### Where the registers sit, run 1

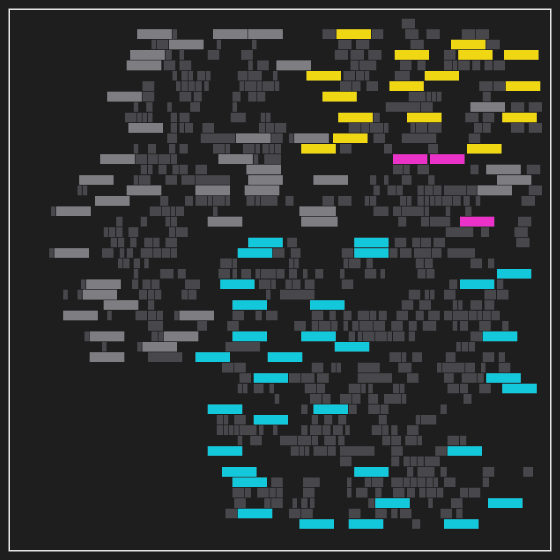
### Clock wiring as the flow saved it, run 1

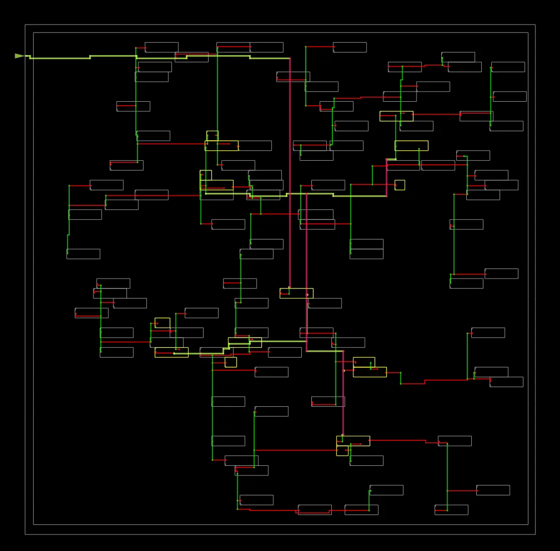
### Metal 1, run 1

Supply wires on this layer in gray.
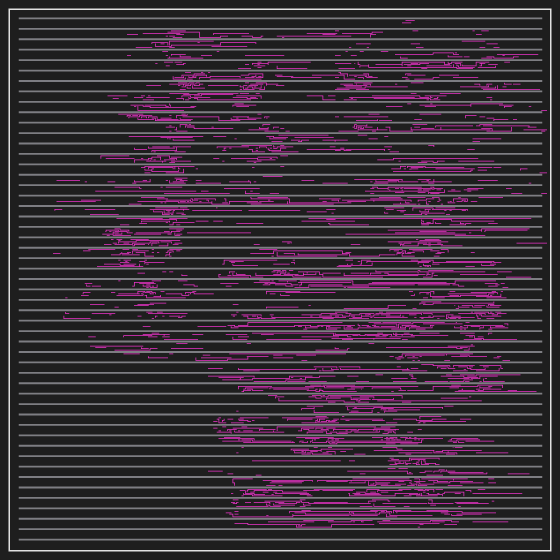
<file path="src/rtl/fill_station_ctrl.sv">
// Bottle filling station controller: it debounces the IR bottle sensor and sequences the
// conveyor and pump through transport, settle, fill and exit phases, with fault latching.
module fill_station_ctrl #(
    parameter logic [31:0] DEBOUNCE_CYCLES = 32'd500_000,
    parameter logic [31:0] SETTLE_CYCLES   = 32'd25_000_000,
    parameter logic [31:0] FILL_CYCLES     = 32'd200_000_000,
    parameter logic [31:0] EXIT_TIMEOUT    = 32'd250_000_000
) (
    input  logic        clk,
    input  logic        rst_n,
    input  logic        ir_punjenje,
    input  logic        start,
    input  logic        fault_clr,
    output logic        traka,
    output logic        pumpa,
    output logic        punjenje_gotovo,
    output logic        greska,
    output logic [15:0] broj_flasa
);

    typedef enum logic [2:0] {
        ST_IDLE      = 3'd0,
        ST_TRANSPORT = 3'd1,
        ST_SETTLE    = 3'd2,
        ST_FILL      = 3'd3,
        ST_EXIT      = 3'd4,
        ST_FAULT     = 3'd5
    } state_t;

    // True when one more cycle completes a span of 'limit' cycles; a limit of 0 also counts as reached.
    function automatic logic span_done(input logic [31:0] cnt, input logic [31:0] limit);
        logic [32:0] next_cnt;
        next_cnt  = {1'b0, cnt} + 33'd1;
        span_done = (next_cnt >= {1'b0, limit});
    endfunction

    logic        sync1_r;
    logic        sync2_r;
    logic        present_r;
    logic        raw_present_s;
    logic [31:0] deb_cnt_r;

    state_t      state_r;
    state_t      next_state_s;
    logic [31:0] timer_r;
    logic        done_s;
    logic        traka_s;
    logic        pumpa_s;
    logic        greska_s;

    logic        traka_r;
    logic        pumpa_r;
    logic        gotovo_r;
    logic        greska_r;
    logic [15:0] count_r;

    // The sensor is active-low, so the synchronized level is inverted to give "bottle present".
    assign raw_present_s = ~sync2_r;

    // Two-flop synchronizer for the asynchronous IR input; it idles high (no bottle).
    always_ff @(posedge clk or negedge rst_n) begin
        if (!rst_n) begin
            sync1_r <= 1'b1;
            sync2_r <= 1'b1;
        end else begin
            sync1_r <= ir_punjenje;
            sync2_r <= sync1_r;
        end
    end

    // Debounce: accept a new level only after it has differed for DEBOUNCE_CYCLES consecutive cycles.
    always_ff @(posedge clk or negedge rst_n) begin
        if (!rst_n) begin
            deb_cnt_r <= 32'd0;
            present_r <= 1'b0;
        end else if (raw_present_s == present_r) begin
            deb_cnt_r <= 32'd0;
            present_r <= present_r;
        end else if (span_done(deb_cnt_r, DEBOUNCE_CYCLES)) begin
            deb_cnt_r <= 32'd0;
            present_r <= raw_present_s;
        end else begin
            deb_cnt_r <= deb_cnt_r + 32'd1;
            present_r <= present_r;
        end
    end

    // Next-state logic; bottle loss is checked ahead of timer expiry in every timed phase.
    always_comb begin
        next_state_s = state_r;
        done_s       = 1'b0;
        case (state_r)
            ST_IDLE: begin
                if (start) begin
                    next_state_s = ST_TRANSPORT;
                end else begin
                    next_state_s = ST_IDLE;
                end
            end
            ST_TRANSPORT: begin
                if (present_r) begin
                    next_state_s = ST_SETTLE;
                end else if (!start) begin
                    next_state_s = ST_IDLE;
                end else begin
                    next_state_s = ST_TRANSPORT;
                end
            end
            ST_SETTLE: begin
                if (!present_r) begin
                    next_state_s = ST_TRANSPORT;
                end else if (span_done(timer_r, SETTLE_CYCLES)) begin
                    next_state_s = ST_FILL;
                end else begin
                    next_state_s = ST_SETTLE;
                end
            end
            ST_FILL: begin
                if (!present_r) begin
                    next_state_s = ST_FAULT;
                end else if (span_done(timer_r, FILL_CYCLES)) begin
                    next_state_s = ST_EXIT;
                    done_s       = 1'b1;
                end else begin
                    next_state_s = ST_FILL;
                end
            end
            ST_EXIT: begin
                if (!present_r) begin
                    if (start) begin
                        next_state_s = ST_TRANSPORT;
                    end else begin
                        next_state_s = ST_IDLE;
                    end
                end else if (span_done(timer_r, EXIT_TIMEOUT)) begin
                    next_state_s = ST_FAULT;
                end else begin
                    next_state_s = ST_EXIT;
                end
            end
            ST_FAULT: begin
                if (fault_clr && !start) begin
                    next_state_s = ST_IDLE;
                end else begin
                    next_state_s = ST_FAULT;
                end
            end
            default: begin
                next_state_s = ST_FAULT;
            end
        endcase
    end

    // Output levels are decoded from the next state so that the registered outputs track the state register.
    always_comb begin
        traka_s  = 1'b0;
        pumpa_s  = 1'b0;
        greska_s = 1'b0;
        case (next_state_s)
            ST_TRANSPORT: traka_s  = 1'b1;
            ST_EXIT:      traka_s  = 1'b1;
            ST_FILL:      pumpa_s  = 1'b1;
            ST_FAULT:     greska_s = 1'b1;
            default: begin
                traka_s  = 1'b0;
                pumpa_s  = 1'b0;
                greska_s = 1'b0;
            end
        endcase
    end

    // State register and the shared phase timer, which restarts on every state change and saturates otherwise.
    always_ff @(posedge clk or negedge rst_n) begin
        if (!rst_n) begin
            state_r <= ST_IDLE;
            timer_r <= 32'd0;
        end else begin
            state_r <= next_state_s;
            if (next_state_s != state_r) begin
                timer_r <= 32'd0;
            end else if (timer_r != 32'hFFFF_FFFF) begin
                timer_r <= timer_r + 32'd1;
            end else begin
                timer_r <= timer_r;
            end
        end
    end

    // Output registers; the fill counter wraps naturally at 16 bits.
    always_ff @(posedge clk or negedge rst_n) begin
        if (!rst_n) begin
            traka_r  <= 1'b0;
            pumpa_r  <= 1'b0;
            gotovo_r <= 1'b0;
            greska_r <= 1'b0;
            count_r  <= 16'd0;
        end else begin
            traka_r  <= traka_s;
            pumpa_r  <= pumpa_s;
            gotovo_r <= done_s;
            greska_r <= greska_s;
            if (done_s) begin
                count_r <= count_r + 16'd1;
            end else begin
                count_r <= count_r;
            end
        end
    end

    assign traka           = traka_r;
    assign pumpa           = pumpa_r;
    assign punjenje_gotovo = gotovo_r;
    assign greska          = greska_r;
    assign broj_flasa      = count_r;

endmodule

</file>
<file path="config.mk">
export PLATFORM = sky130hd
export DESIGN_NAME = fill_station_ctrl
export DESIGN_NICKNAME = d
export VERILOG_FILES = /design/src/rtl/fill_station_ctrl.sv
export SDC_FILE = /design/constraint.sdc
export NUM_CORES = 1
export LEC_CHECK = 0
export CAP_MARGIN = 20
export CORE_MARGIN = 2
export CORE_UTILIZATION = 30
export CTS_CLUSTER_SIZE = 40
export DETAILED_ROUTE_END_ITERATION = 6
export GPL_ROUTABILITY_DRIVEN = 0
export PLACE_DENSITY_LB_ADDON = 0.15
export SLEW_MARGIN = 20
export SYNTH_ARGS = -nofsm -noshare
export SYNTH_HDL_FRONTEND = slang
export SYNTH_SLANG_ARGS = --single-unit
</file>
<file path="constraint.sdc">
create_clock -name clk -period 4.5 [get_ports clk]
set_input_delay 1.125 -clock clk [delete_from_list [all_inputs] [get_ports clk]]
set_output_delay 1.125 -clock clk [all_outputs]
set_load 0.1 [all_outputs]
</file>
==> results.toml, run 1 <==
# physical design summary
[sta]
max_freq_mhz = 281
setup_tns_ps = 0
min_period_ps = 3550
worstMarginPinSlew_ps = 988

[finish]
fillCellCount = 1885
final-nonclk-buf-share = 0.0519
nNonClkBuffers = 33
multi_input_comb_cells = 476
nonClockInverterCount = 17
combGateArea_mm2 = 0.00313
layout-drive-gt1-share = 0.146

[drt]
vias = 4506
wl_per_cell_um = 15.3

[clocking]
clk_transition_reported_paths_ps = 70
cts_buffers = 9

[run_status]
status = "complete, no violations"

[grt]
grt_max_degree = 76
global_route_wire_length_before_repair_um = 22400

[synthesis]
async_flop_share = 1.00
yosysTopAreaCellShare = 0.392
netlist-cell-type-count = 73
synthesis.area_mm2 = 0.00562
synth.yosys.warnings = 0
yosys.area.top_type = "dfrtp_1"
synth.cellmix.compoundShare = 0.160

[floorplan]
fp.dieW_um = 141

[worst_setup_path]
arrival_time_of_the_worst_setup_path_ps = 3790
critical_path.endpoint_type = "flop"
critPathTopFamily = "simple AND/OR/NAND/NOR gates"
critPathBufInv = 1
## Picture notes: 'Where the registers sit'
cyan -> `timer_r`  # sequential cells 32
magenta -> `state_r`  # sequential cells 3
yellow -> `broj_flasa`  # sequential cells 16

## Picture notes: 'Clock wiring as the flow saved it'
clock skew: 10.1 ps
number of sinks driven by the clock tree: 90
Late-Pin Clk Latency: 350 ps
clk pwr: 0.751 mW

## Picture notes: 'Metal 1'
main direction = horizontal
share of all routed wire = 51%
longest straight run = 58.0 µm
nets with wire on the layer = 589

run 1: power breakdown:
part / leakage, nW / internal (mW) / switching, mW
Combinational: 1.10 / 0.151 / 0.333
Sequential: 1.21 / 0.839 / 0.0505
Clock: 0.142 / 0.390 / 0.361
Total: 2.46 / 1.38 / 0.745
run 1: synthesized netlist by cell type (5+ instances only):
| cell | n |
|---|---|
| buf_6 | 6 |
| and2_1 | 8 |
| o31ai_1 | 6 |
| nand2b_1 | 7 |
| xnor2_1 | 44 |
| xor2_1 | 23 |
| a21oi_2 | 31 |
| buf_4 | 6 |
| nor2_1 | 40 |
| a21oi_1 | 16 |
| or2_2 | 5 |
| inv_1 | 17 |
| o21ai_0 | 34 |
| nor3_1 | 18 |
| or3_1 | 5 |
| and3_1 | 14 |
| nand2_1 | 53 |
| clkbuf_1 | 16 |
| ha_1 | 5 |
| nand3_1 | 31 |
| dfrtp_1 | 88 |
| buf_2 | 9 |
| nor4_1 | 14 |
| and4_1 | 7 |
| nand4_1 | 27 |
run 1: routing by layer:
layer  global-route usage  wire [µm]
met5                    0          0
met4               0.0442        170
met3               0.0255        319
met2                0.213       5940
met1                0.200       6830
run 1: worst paths after layout:
| kind | startpoint | endpoint | slack, ps | depth (start not counted) |
|---|---|---|---|---|
| hold / removal | sync1_r | sync2_r | 370 | 0 |
| max in group asynchronous | rst_n | deb_cnt_r[23] | 2780 | 2 |
| setup reg to reg | timer_r[18] | broj_flasa[1] | 950 | 9 |
| min in group asynchronous | rst_n | timer_r[8] | 930 | 1 |
| setup / recovery | timer_r[18] | broj_flasa[1] | 950 | 9 |
| hold reg to reg | sync1_r | sync2_r | 370 | 0 |
run 1: state kept, by name (all words and copies together) (netlist names), 3 cells and up:
name        flops
deb_cnt_r      32
broj_flasa     16
timer_r        32
state_r         3
--- run 2 (diff from run 1) ---
- clock period: 4.5 -> 3.75 ns (I/O delays scaled with it)
### Logic cells by family, run 2

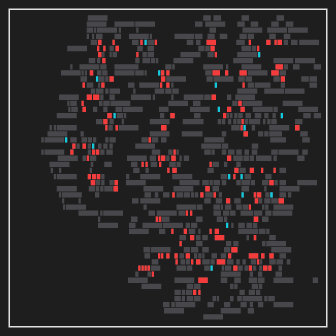
red -> nand cells  # cells 133
cyan -> inv cells  # cells 17

### Supply network, run 2

Pins as bars on the die edge.
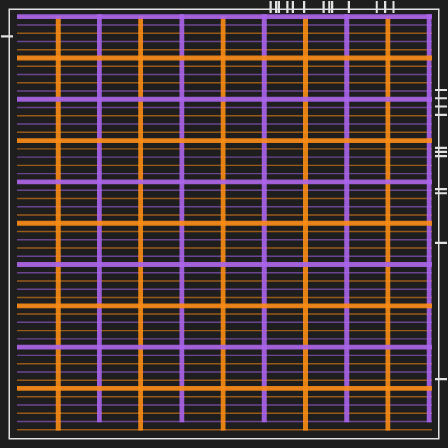
orange -> VSS
purple -> VDD
signal pins = 25
rows = 50

==> run 2 against run 1 <==
Net effect:
- sequential power up about 20%
- register-to-register slack worse by 630 ps
- sequential share of layout area down 0.36 points
- clock power up 25%
- synthesized cell count unchanged
- critical path depth unchanged
- synthesized area unchanged
- combinational power up 17%
- via count down 0.44%
- clock skew up 0.74 ps
- largest power group unchanged
- highest routed layer unchanged
==> results.toml, run 2 <==
# physical design summary
[run_status]
status = "complete, no violations"

[grt]
global_route_wire_length_before_repair_um = 22600
grt_max_degree = 47
grt_use_met2 = 0.216
grt-busiest-layer = "met2"
met3_track_demand_over_resource_in_global_routing = 0.0285

[synthesis]
yosys.cell_count.top_type = "dfrtp_1"
synth.yosys.warnings = 0
netlist-cell-type-count = 73
async_flop_share = 1.00
synthesis.area_mm2 = 0.00562

[worst_setup_path]
critical_path.endpoint_type = "flop"
timing.critical_path.from = "timer_r[7]"
arrival_time_of_the_worst_setup_path_ps = 3670
regToRegSetupSlack_ps = 320

[power]
total_switching_power_mw = 0.850
share_comb_of_total_power = 0.220
power.share.switching = 0.330
clkPwrFrac = 0.366

[sta]
min_period_ps = 3430
worstMarginPinSlew_ps = 970
clock-skew-final_ps = 10.9

[floorplan]
fp.dieW_um = 141

[clocking]
clk_transition_reported_paths_ps = 70
cts_buffers = 9
tritoncts_num_sinks = 90

[drt]
vias = 4486

[finish]
layout-drive-gt1-share = 0.153

[hold_path]
hold-path-cell-count = 0
[run 2: critical path: cells and delay by family, from the launching register on]
family	cells	cell delay [ps]
DFF	1	510
buffers and inverters	1	160
muxes	1	330
and+or+nand+nor	5	1650
AOI/OAI and AO/OA	2	660
[run 2: path summary, 6_finish.rpt]
| check | end |
|---|---|
| worst max-delay path | broj_flasa[1] |
| worst min-delay path | sync2_r |
| worst max register to register | broj_flasa[1] |
| worst min register to register | sync2_r |
| max in group asynchronous | deb_cnt_r[29] |
| min in group asynchronous | timer_r[8] |
[run 2: kinds of logic after synthesis]
logic type      Yosys count
simple gates            260
compound gates          125
flops                    90
xor+xnor                 67
buf+inv                  55
mux                       6
fa+ha+maj                 5
other cells               1
[run 2: through the flow]
step                      area (µm²)  std cells
after CTS                       6430        873
after global routing            6430        873
after floorplan                 5670        621
final                           6430        873
after global placement          6130        857
after detailed placement        6130        857
[run 2: layout make-up]
class                   instances  area, µm²  area share
multi-input cells             476       3120       0.486
flip-flops and latches         90       2250       0.350
repair buffers                 40        395      0.0614
well taps                     234        293      0.0455
clock buffers                  11        243      0.0377
inverters                      17       63.8     0.00992
clock inverters                 5       61.3     0.00953
[run 2: power by group through the flow]
stage / Clock [mW] / Combinational [mW] / Sequential (mW)
6_report: 0.942 / 0.566 / 1.07
5_1_grt: 1.03 / 0.627 / 1.08
4_1_cts: 0.979 / 0.575 / 1.07
3_5_place_dp: 0 / 0.572 / 1.08
3_3_place_gp: 0 / 0.571 / 1.08
2_1_floorplan: 0 / 0.420 / 1.10
[run 2: per-layer routing]
metal	part of all wire	routed length, µm	up-vias
met3	0.036	466	21
met1	0.49	6430	2150
met5	0	0	-
li1	-	-	2235
met4	0.021	278	0
met2	0.45	5930	80
--- run 3 (diff from run 2) ---
==> constraint.sdc (replaced) <==
create_clock -name clk -period 3.75 [get_ports clk]
set_input_delay 0.5625 -clock clk [delete_from_list [all_inputs] [get_ports clk]]
set_output_delay 0.5625 -clock clk [all_outputs]
set_load 0.1 [all_outputs]
### Where the registers sit, run 3

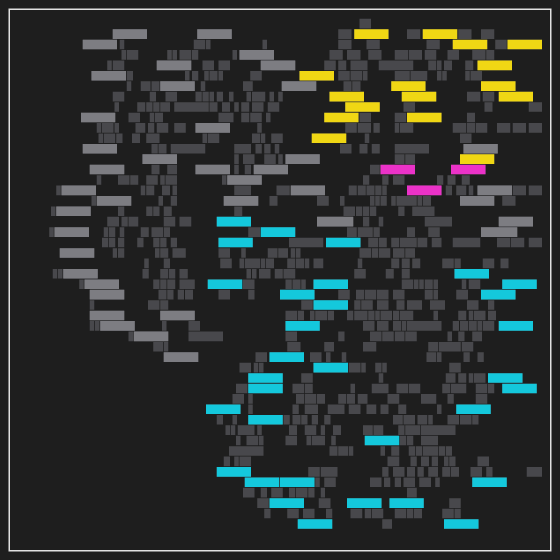
yellow -> `broj_flasa`  # sequential cells 16, where top right
cyan -> `timer_r`  # sequential cells 32
magenta -> `state_r`  # sequential cells 3
not colored = 39
sequential cell power: 1.07 mW
final core utilization: 0.345
register share of the cell area: 0.352
area used by sequential logic in the layout: 0.00225 mm²

### Logic cells by family, run 3

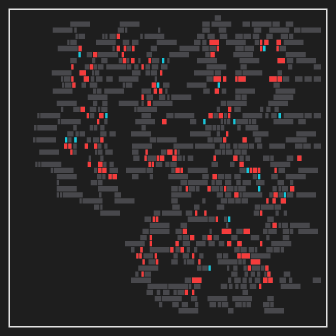
Final Instance Count excl. Fillers: 872
Comb/total area: 0.488
most used logic cell in the final layout: dfrtp_1

==> run 3 against run 2 <==
Net effect:
- design area shrank 0.52%
- register-to-register slack lost 30 ps
- synthesized cell count is the same
- combinational power is essentially flat
- maximum frequency shrank 0.91%
- critical path depth is the same
- sequential cell count is the same
- total power shrank 1.8%
- cell count shrank 0.11%
- setup slack lost 32 ps
- largest power group unchanged
==> results.toml, run 3 <==
# physical design summary
[synthesis]
async_flop_share = 1.00
synthesis.area_mm2 = 0.00562
yosys.cell_count.top_type = "dfrtp_1"
synth.yosys.warnings = 0

[worst_setup_path]
critPathTopFamily = "simple AND/OR/NAND/NOR gates"
arrival_time_of_the_worst_setup_path_ps = 3710
critical_path.endpoint_type = "flop"
critPathBufInv = 1

[run_status]
status = "complete, no violations"

[finish]
nNonClkBuffers = 39
seq_cells = 90
layout.clock_buffers = 9
nonClockInverterCount = 17
clock_cell_area_share = 0.0448
combGateArea_mm2 = 0.00312
top_area_cell_class = "logic gates"
layout-drive-gt1-share = 0.154
final-nonclk-buf-share = 0.0592
area_growth_syn_to_layout_pct = 13.8

[drt]
dr_wl_met2_um = 5860
top_layer_used = "met4"
vias = 4564
ant_nets = 0
met3RoutedLength_um = 487

[floorplan]
fp.dieW_um = 141

[power]
share_comb_of_total_power = 0.225
clkPwrFrac = 0.352
total_switching_power_mw = 0.883
power.share.switching = 0.349

[sta]
clock-skew-final_ps = 10.0
worstMarginPinSlew_ps = 971
min_period_ps = 3460

[place]
post_dp_area_mm2 = 0.00611

[grt]
grt_max_degree = 78

[clocking]
clock_tree.htree_level_count = 3
cts_buffers = 9
clk_transition_reported_paths_ps = 70
-- run 3: cell counts after synthesis --
No cell type changed its count.
-- run 3: through the flow --
stage,utilization,instances,power [mW]
floorplan,-,621,1.52
global placement,0.329,856,1.66
detailed placement,0.329,856,1.66
CTS,0.344,872,2.57
global route,0.345,872,2.67
finish,0.345,872,2.53
-- run 3: worst register-to-register path: stages, from the launching register on --
cell and delay, ps:
dfrtp_1 440, nand4_1 220, or4_4 560, nor4_1 650, o2bb2ai_1 300, a21boi_1 230, o31ai_2 130, and4_1 240
buf_4 230, mux2_2 350
-- run 3: kinds of logic after synthesis --
family | count (synthesis) | synth area share
buffers and inverters | 55 | 0.0536
AND-OR/OR-AND | 125 | 0.160
XOR/XNOR | 67 | 0.104
flip-flops | 90 | 0.401
multiplexers | 6 | 0.0116
other | 1 | 0.000667
adder cells (fa/ha/maj) | 5 | 0.0111
AND/OR/NAND/NOR | 260 | 0.258
-- run 3: metal layers --
metal  GRT usage  vias up
met5           0        -
met4      0.0674        0
met3      0.0245       23
met2       0.214       82
met1       0.198     2229
li1            -     2230
-- run 3: final timing paths --
check	from	endpoint	slack, ps	cells past startpoint
worst max-delay path	timer_r[17]	broj_flasa[1]	290	9
worst min-delay path	rst_n	timer_r[8]	200	1
worst max register to register	timer_r[17]	broj_flasa[1]	290	9
worst min register to register	sync1_r	sync2_r	380	0
max in group asynchronous	rst_n	deb_cnt_r[19]	2790	2
min in group clk	sync1_r	sync2_r	380	0
-- run 3: power groups by stage --
stage | combinational [mW] | clock, mW | sequential [mW]
floorplan | 0.420 | 0 | 1.10
global placement | 0.571 | 0 | 1.08
detailed placement | 0.573 | 0 | 1.09
CTS | 0.573 | 0.931 | 1.07
global route | 0.621 | 0.970 | 1.08
finish | 0.569 | 0.892 | 1.07
Power figures rest on the tool's default switching activity, not on a simulated workload.
